Fig. 1: layout detail
Bar = 10 um. Region (8, 8) to (33, 33) um. Cells in gray, sequential cells in the stronger gray; small squares are vias.
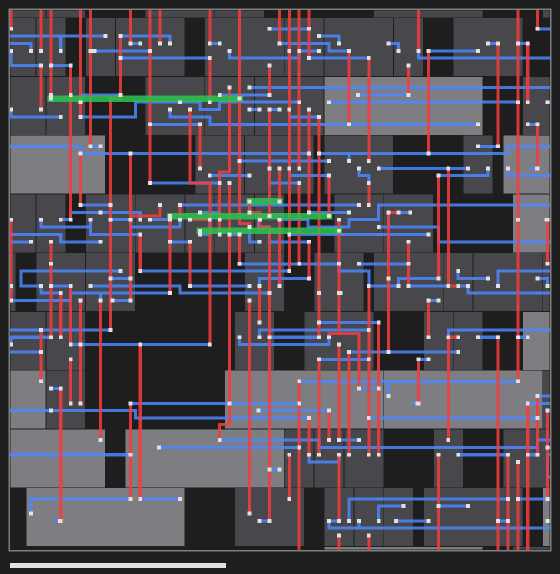
Fig. 2: where the registers sit
Bar = 20 um.
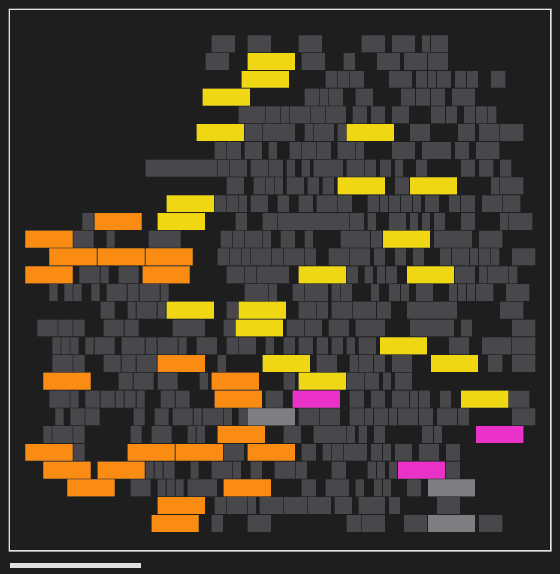
Fig. 3: selected gate families
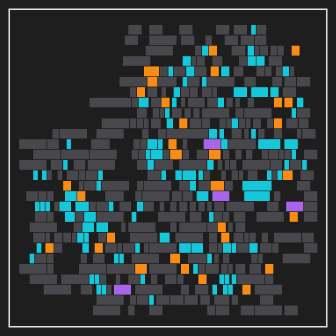
Fig. 4: congestion heat map
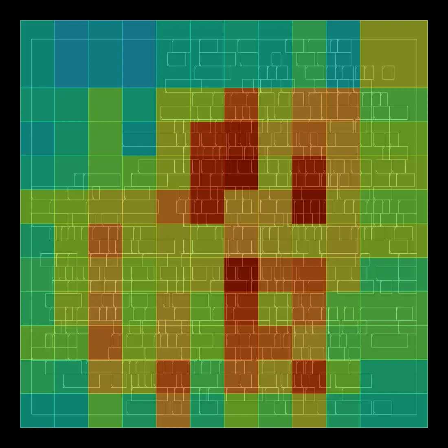
Fig. 5: I/O nets highlighted
Bar = 20 um.
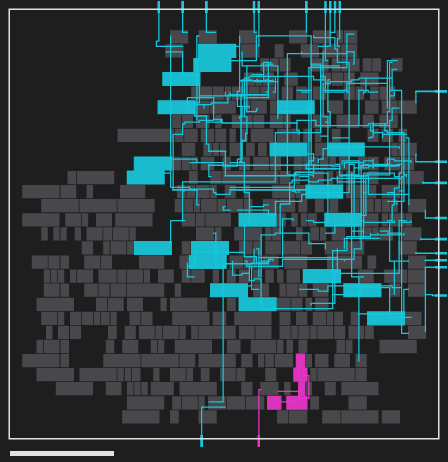
==> src/rtl/reel_speed_sequencer_pkg.sv <==
// Shared types and constants for the reel speed sequencer.
package reel_pkg;

  localparam int unsigned SPEED_W        = 20;
  localparam int unsigned DEFAULT_CLK_HZ = 50000000;

  typedef enum logic [2:0] {
    IDLE  = 3'd0,
    ACCEL = 3'd1,
    SPIN  = 3'd2,
    DECEL = 3'd3,
    HALT  = 3'd4
  } reel_state_t;

  typedef struct packed {
    logic busy;
    logic div_rst_n;
    logic done;
  } reel_out_t;

  // Registered status outputs that belong to each state.
  function automatic reel_out_t state_outputs(input reel_state_t s);
    reel_out_t o;
    o = '0;
    case (s)
      ACCEL, SPIN, DECEL: begin
        o.busy      = 1'b1;
        o.div_rst_n = 1'b1;
      end
      HALT: begin
        o.busy = 1'b1;
        o.done = 1'b1;
      end
      default: o = '0;
    endcase
    return o;
  endfunction

endpackage

==> src/rtl/reel_speed_sequencer_if.sv <==
// Control/status bundle between the game FSM (master) and one reel sequencer (slave).
interface reel_speed_sequencer_if;
  import reel_pkg::*;

  logic               i_start;
  logic               i_stop_req;
  logic [SPEED_W-1:0] o_speed;
  logic               o_div_rst_n;
  logic               o_busy;
  logic               o_done;
  logic [2:0]         o_state;

  modport master (
    output i_start, i_stop_req,
    input  o_speed, o_div_rst_n, o_busy, o_done, o_state
  );

  modport slave (
    input  i_start, i_stop_req,
    output o_speed, o_div_rst_n, o_busy, o_done, o_state
  );

endinterface

==> src/rtl/reel_speed_sequencer_tick_gen.sv <==
// Ramp tick generator: pulses tick every TICK_CYCLES enabled cycles; clr or !en holds it at 0.
module tick_gen #(
  parameter int unsigned TICK_CYCLES = 2500000
) (
  input  logic clk,
  input  logic rst,
  input  logic clr,
  input  logic en,
  output logic tick
);

  localparam int unsigned    CW   = (TICK_CYCLES > 1) ? $clog2(TICK_CYCLES) : 1;
  localparam logic [CW-1:0]  LAST = CW'(TICK_CYCLES - 1);

  logic [CW-1:0] r_cnt;

  always_ff @(posedge clk) begin
    if (!rst || clr || !en) begin
      r_cnt <= '0;
    end else if (r_cnt == LAST) begin
      r_cnt <= '0;
    end else begin
      r_cnt <= r_cnt + 1'b1;
    end
  end

  assign tick = en && !clr && (r_cnt == LAST);

endmodule

==> src/rtl/reel_speed_sequencer.sv <==
// Per-reel spin sequencer: ramps the divider speed up, holds, ramps down, pulses done.
// Optional macro REEL_SPIN_TIMEOUT_EN adds an automatic stop after SPIN_TICKS ticks in SPIN.
module reel_speed_sequencer
  import reel_pkg::*;
#(
  parameter int unsigned TICK_CYCLES = 2500000,
  parameter int unsigned MIN_SPEED   = 2,
  parameter int unsigned MAX_SPEED   = 40,
  parameter int unsigned STEP        = 2,
  parameter int unsigned SPIN_TICKS  = 60
) (
  input  logic                  clk,
  input  logic                  rst,
  reel_speed_sequencer_if.slave bus
);

  if (MIN_SPEED < 1 || MAX_SPEED <= MIN_SPEED || MAX_SPEED > 1048575 ||
      STEP < 1 || TICK_CYCLES < 1 || SPIN_TICKS < 1) begin : g_bad_params
    $error("reel_speed_sequencer: illegal parameter set");
  end

  localparam logic [SPEED_W-1:0] MIN_V = SPEED_W'(MIN_SPEED);
  localparam logic [SPEED_W-1:0] MAX_V = SPEED_W'(MAX_SPEED);

  reel_state_t        r_state;
  logic [SPEED_W-1:0] r_speed;
  reel_out_t          r_out;

  logic               w_tick;
  logic               w_en;
  logic               w_stop;
  logic               w_timeout;
  logic               w_clr;
  logic [SPEED_W:0]   w_inc;
  logic [SPEED_W:0]   w_dec;
  logic [SPEED_W-1:0] w_up;
  logic [SPEED_W-1:0] w_down;

  // One extra bit so a ramp step can never wrap past either limit.
  assign w_inc  = {1'b0, r_speed} + (SPEED_W+1)'(STEP);
  assign w_dec  = {1'b0, r_speed} - (SPEED_W+1)'(STEP);
  assign w_up   = (w_inc >= {1'b0, MAX_V}) ? MAX_V : w_inc[SPEED_W-1:0];
  assign w_down = (w_dec[SPEED_W] || (w_dec < {1'b0, MIN_V})) ? MIN_V : w_dec[SPEED_W-1:0];

  assign w_en   = (r_state == ACCEL) || (r_state == SPIN) || (r_state == DECEL);
  assign w_stop = ((r_state == ACCEL) || (r_state == SPIN)) && bus.i_stop_req;
  assign w_clr  = w_stop || w_timeout;

`ifdef REEL_SPIN_TIMEOUT_EN
  localparam logic [15:0] SPIN_LAST = 16'(SPIN_TICKS - 1);

  logic [15:0] r_spin_cnt;

  assign w_timeout = (r_state == SPIN) && w_tick && (r_spin_cnt == SPIN_LAST);

  // Holding at zero outside SPIN gives a cleared count on every SPIN entry.
  always_ff @(posedge clk) begin
    if (!rst || r_state != SPIN) begin
      r_spin_cnt <= '0;
    end else if (w_tick) begin
      r_spin_cnt <= r_spin_cnt + 16'd1;
    end
  end
`else
  assign w_timeout = 1'b0;
`endif

  tick_gen #(
    .TICK_CYCLES(TICK_CYCLES)
  ) u_tick_gen (
    .clk  (clk),
    .rst  (rst),
    .clr  (w_clr),
    .en   (w_en),
    .tick (w_tick)
  );

  always_ff @(posedge clk) begin
    if (!rst) begin
      r_state <= IDLE;
      r_speed <= MIN_V;
      r_out   <= state_outputs(IDLE);
    end else begin
      r_out <= state_outputs(r_state);
      case (r_state)
        IDLE: begin
          r_speed <= MIN_V;
          if (bus.i_start) begin
            r_state <= ACCEL;
            r_out   <= state_outputs(ACCEL);
          end
        end
        ACCEL: begin
          // A stop request outranks a coincident tick: no final increment.
          if (w_stop) begin
            r_state <= DECEL;
            r_out   <= state_outputs(DECEL);
          end else if (w_tick) begin
            r_speed <= w_up;
            if (w_up == MAX_V) begin
              r_state <= SPIN;
              r_out   <= state_outputs(SPIN);
            end
          end
        end
        SPIN: begin
          r_speed <= MAX_V;
          if (w_clr) begin
            r_state <= DECEL;
            r_out   <= state_outputs(DECEL);
          end
        end
        DECEL: begin
          if (w_tick) begin
            r_speed <= w_down;
            if (w_down == MIN_V) begin
              r_state <= HALT;
              r_out   <= state_outputs(HALT);
            end
          end
        end
        HALT: begin
          r_state <= IDLE;
          r_speed <= MIN_V;
          r_out   <= state_outputs(IDLE);
        end
        default: begin
          r_state <= IDLE;
          r_speed <= MIN_V;
          r_out   <= state_outputs(IDLE);
        end
      endcase
    end
  end

  assign bus.o_speed     = r_speed;
  assign bus.o_state     = r_state;
  assign bus.o_busy      = r_out.busy;
  assign bus.o_div_rst_n = r_out.div_rst_n;
  assign bus.o_done      = r_out.done;

endmodule

==> src/flat_wrapper.sv <==
// flat-port wrapper written by rule: the top's interface ports become plain ports
module reel_speed_sequencer_flat import reel_pkg::*;
#(
  parameter int unsigned TICK_CYCLES = 2500000,
  parameter int unsigned MIN_SPEED   = 2,
  parameter int unsigned MAX_SPEED   = 40,
  parameter int unsigned STEP        = 2,
  parameter int unsigned SPIN_TICKS  = 60
)
  (clk, rst, bus_i_start, bus_i_stop_req, bus_o_speed, bus_o_div_rst_n, bus_o_busy, bus_o_done, bus_o_state);
  reel_speed_sequencer_if bus_i ();
  input  logic clk;
  input  logic rst;
  input wire logic [$bits(bus_i.i_start)-1:0] bus_i_start;
  input wire logic [$bits(bus_i.i_stop_req)-1:0] bus_i_stop_req;
  output wire logic [$bits(bus_i.o_speed)-1:0] bus_o_speed;
  output wire logic [$bits(bus_i.o_div_rst_n)-1:0] bus_o_div_rst_n;
  output wire logic [$bits(bus_i.o_busy)-1:0] bus_o_busy;
  output wire logic [$bits(bus_i.o_done)-1:0] bus_o_done;
  output wire logic [$bits(bus_i.o_state)-1:0] bus_o_state;
  assign bus_i.i_start = bus_i_start;
  assign bus_i.i_stop_req = bus_i_stop_req;
  assign bus_o_speed = bus_i.o_speed;
  assign bus_o_div_rst_n = bus_i.o_div_rst_n;
  assign bus_o_busy = bus_i.o_busy;
  assign bus_o_done = bus_i.o_done;
  assign bus_o_state = bus_i.o_state;
  reel_speed_sequencer #(.TICK_CYCLES(TICK_CYCLES), .MIN_SPEED(MIN_SPEED), .MAX_SPEED(MAX_SPEED), .STEP(STEP), .SPIN_TICKS(SPIN_TICKS)) u_core (.clk(clk), .rst(rst), .bus(bus_i));
endmodule
==> config.mk <==
export PLATFORM = sky130hd
export DESIGN_NAME = reel_speed_sequencer_flat
export DESIGN_NICKNAME = d
export VERILOG_FILES = /design/src/rtl/reel_speed_sequencer_pkg.sv /design/src/rtl/reel_speed_sequencer_if.sv /design/src/rtl/reel_speed_sequencer_tick_gen.sv /design/src/rtl/reel_speed_sequencer.sv /design/src/flat_wrapper.sv
export SDC_FILE = /design/constraint.sdc
export NUM_CORES = 1
export LEC_CHECK = 0
export ABC_CLOCK_PERIOD_IN_PS = 5400
export CAP_MARGIN = 20
export CORE_MARGIN = 2
export CORE_UTILIZATION = 50
export CTS_BUF_LIST = sky130_fd_sc_hd__clkbuf_8
export DETAILED_ROUTE_END_ITERATION = 6
export PLACE_DENSITY = 0.8
export SLEW_MARGIN = 20
export SYNTH_ARGS = -nofsm -noshare
export SYNTH_HDL_FRONTEND = slang
export SYNTH_SLANG_ARGS = --single-unit
==> constraint.sdc <==
create_clock -name clk -period 5.4 [get_ports clk]
set_clock_uncertainty 0.2 [all_clocks]
set_input_delay 1.08 -clock clk [delete_from_list [all_inputs] [get_ports clk]]
set_output_delay 1.08 -clock clk [all_outputs]
set_load 0.05 [all_outputs]
==> GITHUB_STEP_SUMMARY <==
## PnR job results

| Metric | Value |
|---|---|
| Outcome | finished, final reports clean |
| Cell depth of the worst setup path | 9 |
| Diodes inserted | 0 |
| Main logic family | simple AND/OR/NAND/NOR gates |
| Top reg by flops | u_core.u_tick_gen.r_cnt |
| Req. time, crit path | 5.44 ns |
| CP max FO | 18 |
| Placed insts | between 400 and 500 |
| Bufs on Longest Clock Path | 2 |
| MI comb cells | 321 |
| Top cells, area | dfxtp_1 31%, nor2_1 6.2%, xor2_1 4.2% |
| Simple-Gate Fraction of Synth Area | between 30% and 40% |
| R2R Path End | u_core.bus.o_speed[2] |
| Post-synth seq share | about 31% |
| Layout cell share with drive strength beyond 1 | under 10% |
| Adder share | under 10% |
| Critical path endpoint | u_core.bus.o_speed[2] |
| Met3 Track Usage GR | between 3 and 4% |
| Drt first pass iters | 5 |
| Hpwl dp | 5.57 mm |
| First-pass GRT wire length | 12.5 mm |
| Post-layout min period | between 3 and 4 ns |
| Post-synth EDFFs | 0 |
| Die width | 82.7 um |
| Peak VDD IR | approximately 0.00015 V |
| Slack of the critical path | 1.57 ns |
| Hold EP | u_core.u_tick_gen.r_cnt[0] |
| Synth cell count leaders | 51 x nor2_1, 48 x dfxtp_1, 31 x nand2_1 |
| Placed Area | about 3400 um^2 |
| Critical R2R Launch | u_core.bus.o_speed[1] |
| Initial antenna violation count | 0 |
| Final Hold Fails | 0 |
| CP Class | input pin to flip-flop |
| Clock buf/inv share | 3.68% |
| Pint | 0.000663 W |
| CTS tree | built |
| Area fraction in xor and xnor cells | just under 8% |
| Most common cell in the netlist | nor2_1 |
| Die Height | about 83 um |
| M1 WL | 3.51 mm |
| Setup WS pre-CTS | between 1 and 1.5 ns |
| Clk_lat worst skew | 0.31 ns |
| Power Clock | 0.000302 W |
| Sequential cell count | 48 |
| Initial core utilization | 52.0% |
| Inverter count | 8 |
| Reg clk slew, reported paths | 0.09 ns |
| WP data arrival | 3.87 ns |
| GR peak layer | met2 |
| Pwr dens | a little under 300 nW/um^2 |
| CP max stage delay | around 0.7 ns |
| Flop pwr share | 39.7% |
| Area growth, synth to finish | 13.0% |
| Worst Hold Depth | 1 |
| Max-cap viol count | 0 |
| CP endpoint kind | flip-flop |
| Reg-to-reg slack, setup | around 1.6 ns |
| Mux area share | 0.687% |
| CTS buffer count | 5 |
| Layout non-clock buf frac | 8.51% |
| Max-slew headroom | about two fifths |
| Row cnt | 28 |
| Nets | 422 |
| Comb pwr | slightly above 0.0003 W |
| CTS Root Cell | clkbuf_8 |
| Fill cells | about 540 |
| Slew @ Worst Pin | 0.868 ns |
| Iteration-0 DRC Markers | 364 |
| Asr flop ratio synth | 0% |
| Slew Viols, Final | 0 |
| Post CTS Setup Buffer Count | 0 |
| Vias per cell | 6.16 |
| Avg Cell Area, Syn | approximately 7.7 um^2 |
| Setup TNS | 0 ns |
| Buf/Inv on CP | 2 |
| Top Layer Used | met4 |
| Clock buffers | 5 |
| Top pwr grp | sequential cells |
| Cell Area, Synth | between 3000 and 4000 um^2 |
| Registers, synthesis | 48 |
| Design Area, Final | 3500 um^2 |
| Logic area | 1990 um^2 |
| Lkg Pwr | 1.16 nW |
| Vias after detailed routing | between 3000 and 4000 |
| Synth Instances | 402 |
| Crit-path cells | clkdlybuf4s50_1, o21bai_1, and2b_1, nor3b_1, nor2_1, buf_4, nor3_1, nand3b_1, a31oi_1 |
| Vias in the first global route | 2722 |
| Final hold slack | 0.279 ns |
| Hold Startpoint | u_core.u_tick_gen.r_cnt[0] |
| Routability congestion estimate | 0.909 |
| Achievable Freq | about 260 MHz |
| Final setup viols | 0 |
| Cts hold-fix bufs | 0 |
| Sw Ratio | 34.6% |
| Tool warnings | 28 |
| Clock share of power | 29.8% |
| DR WL met2 | 3.73 mm |
| DRC | 0 |
| Antenna-violating nets left | 0 |
| Largest area contributor in the netlist | dfxtp_1 |
| H-Tree Depth | 2 |
| Largest register FFs | 22 |
| Switch Pwr | 0.000351 W |
Notes on Fig. 1 above:
- metal 3: green
- metal 2: red
- metal 1: blue
- sequential cells in the window: 7
- cells with their middle in the window: 58
- netlist names of flops here include: `u_core.u_tick_gen.r_cnt` (7)
- most frequent: nor2_1 (11), xor2_1 (7), dfxtp_1 (7)

Notes on Fig. 2 above:
- `u_core.bus.o_state`: magenta (sequential cells 3)
- `u_core.bus.o_speed`: yellow (sequential cells 20)
- `u_core.u_tick_gen.r_cnt`: orange (sequential cells 22)
- not colored: 3
Flop area: 961 um^2
Seq area share: 27.5%
sequential power: 0.000403 W
Core Util, Final: 58.8%

Notes on Fig. 3 above:
- and/or cells: orange (cells 30; where widely spread)
- fa/ha/maj cells: purple (cells 4)
- nor cells: cyan (cells 97; where widely spread)
Comb area share: 56.8%
final std cells w/o fill: 489
dominant logic cell type in the layout: nor2_1

Notes on Fig. 4 above:
met1 global-route usage: 29.7%
all-layer global routing usage: 23.3%
DR WL/cell: 15.8 um

Notes on Fig. 5 above:
- `bus_i_stop_req`: magenta (direction input; edge south; end cells 6; buffers 1; wire 31.6 um)
- `bus_o_speed`: cyan (direction output; edge 10 north, 9 east, 1 south; end cells 20; buffers 20; wire 1770 um)
Port Buffers: 29
num ports: 30

[placed cells by master, fill, tap and decap left out, types with 5 or more instances in the layout]
master / synthesis / layout
nor2_1: 51 / 51
dfxtp_1: 48 / 48
nand2_1: 31 / 31
clkdlybuf4s50_1: 0 / 29
nand3_1: 24 / 24
a21oi_1: 20 / 20
o21ai_0: 18 / 18
nor3_1: 16 / 16
xor2_1: 15 / 15
nand4_1: 14 / 14
xnor2_1: 13 / 13
and3_1: 12 / 12
nor4b_1: 9 / 9
inv_1: 8 / 8
nand2b_1: 8 / 8
nand3b_1: 6 / 6
nor4_1: 5 / 5
o211ai_1: 5 / 5
or3_1: 5 / 5
a31oi_1: 5 / 5
clkbuf_8: 0 / 5
Power figures rest on the tool's default switching activity, not on a simulated workload.
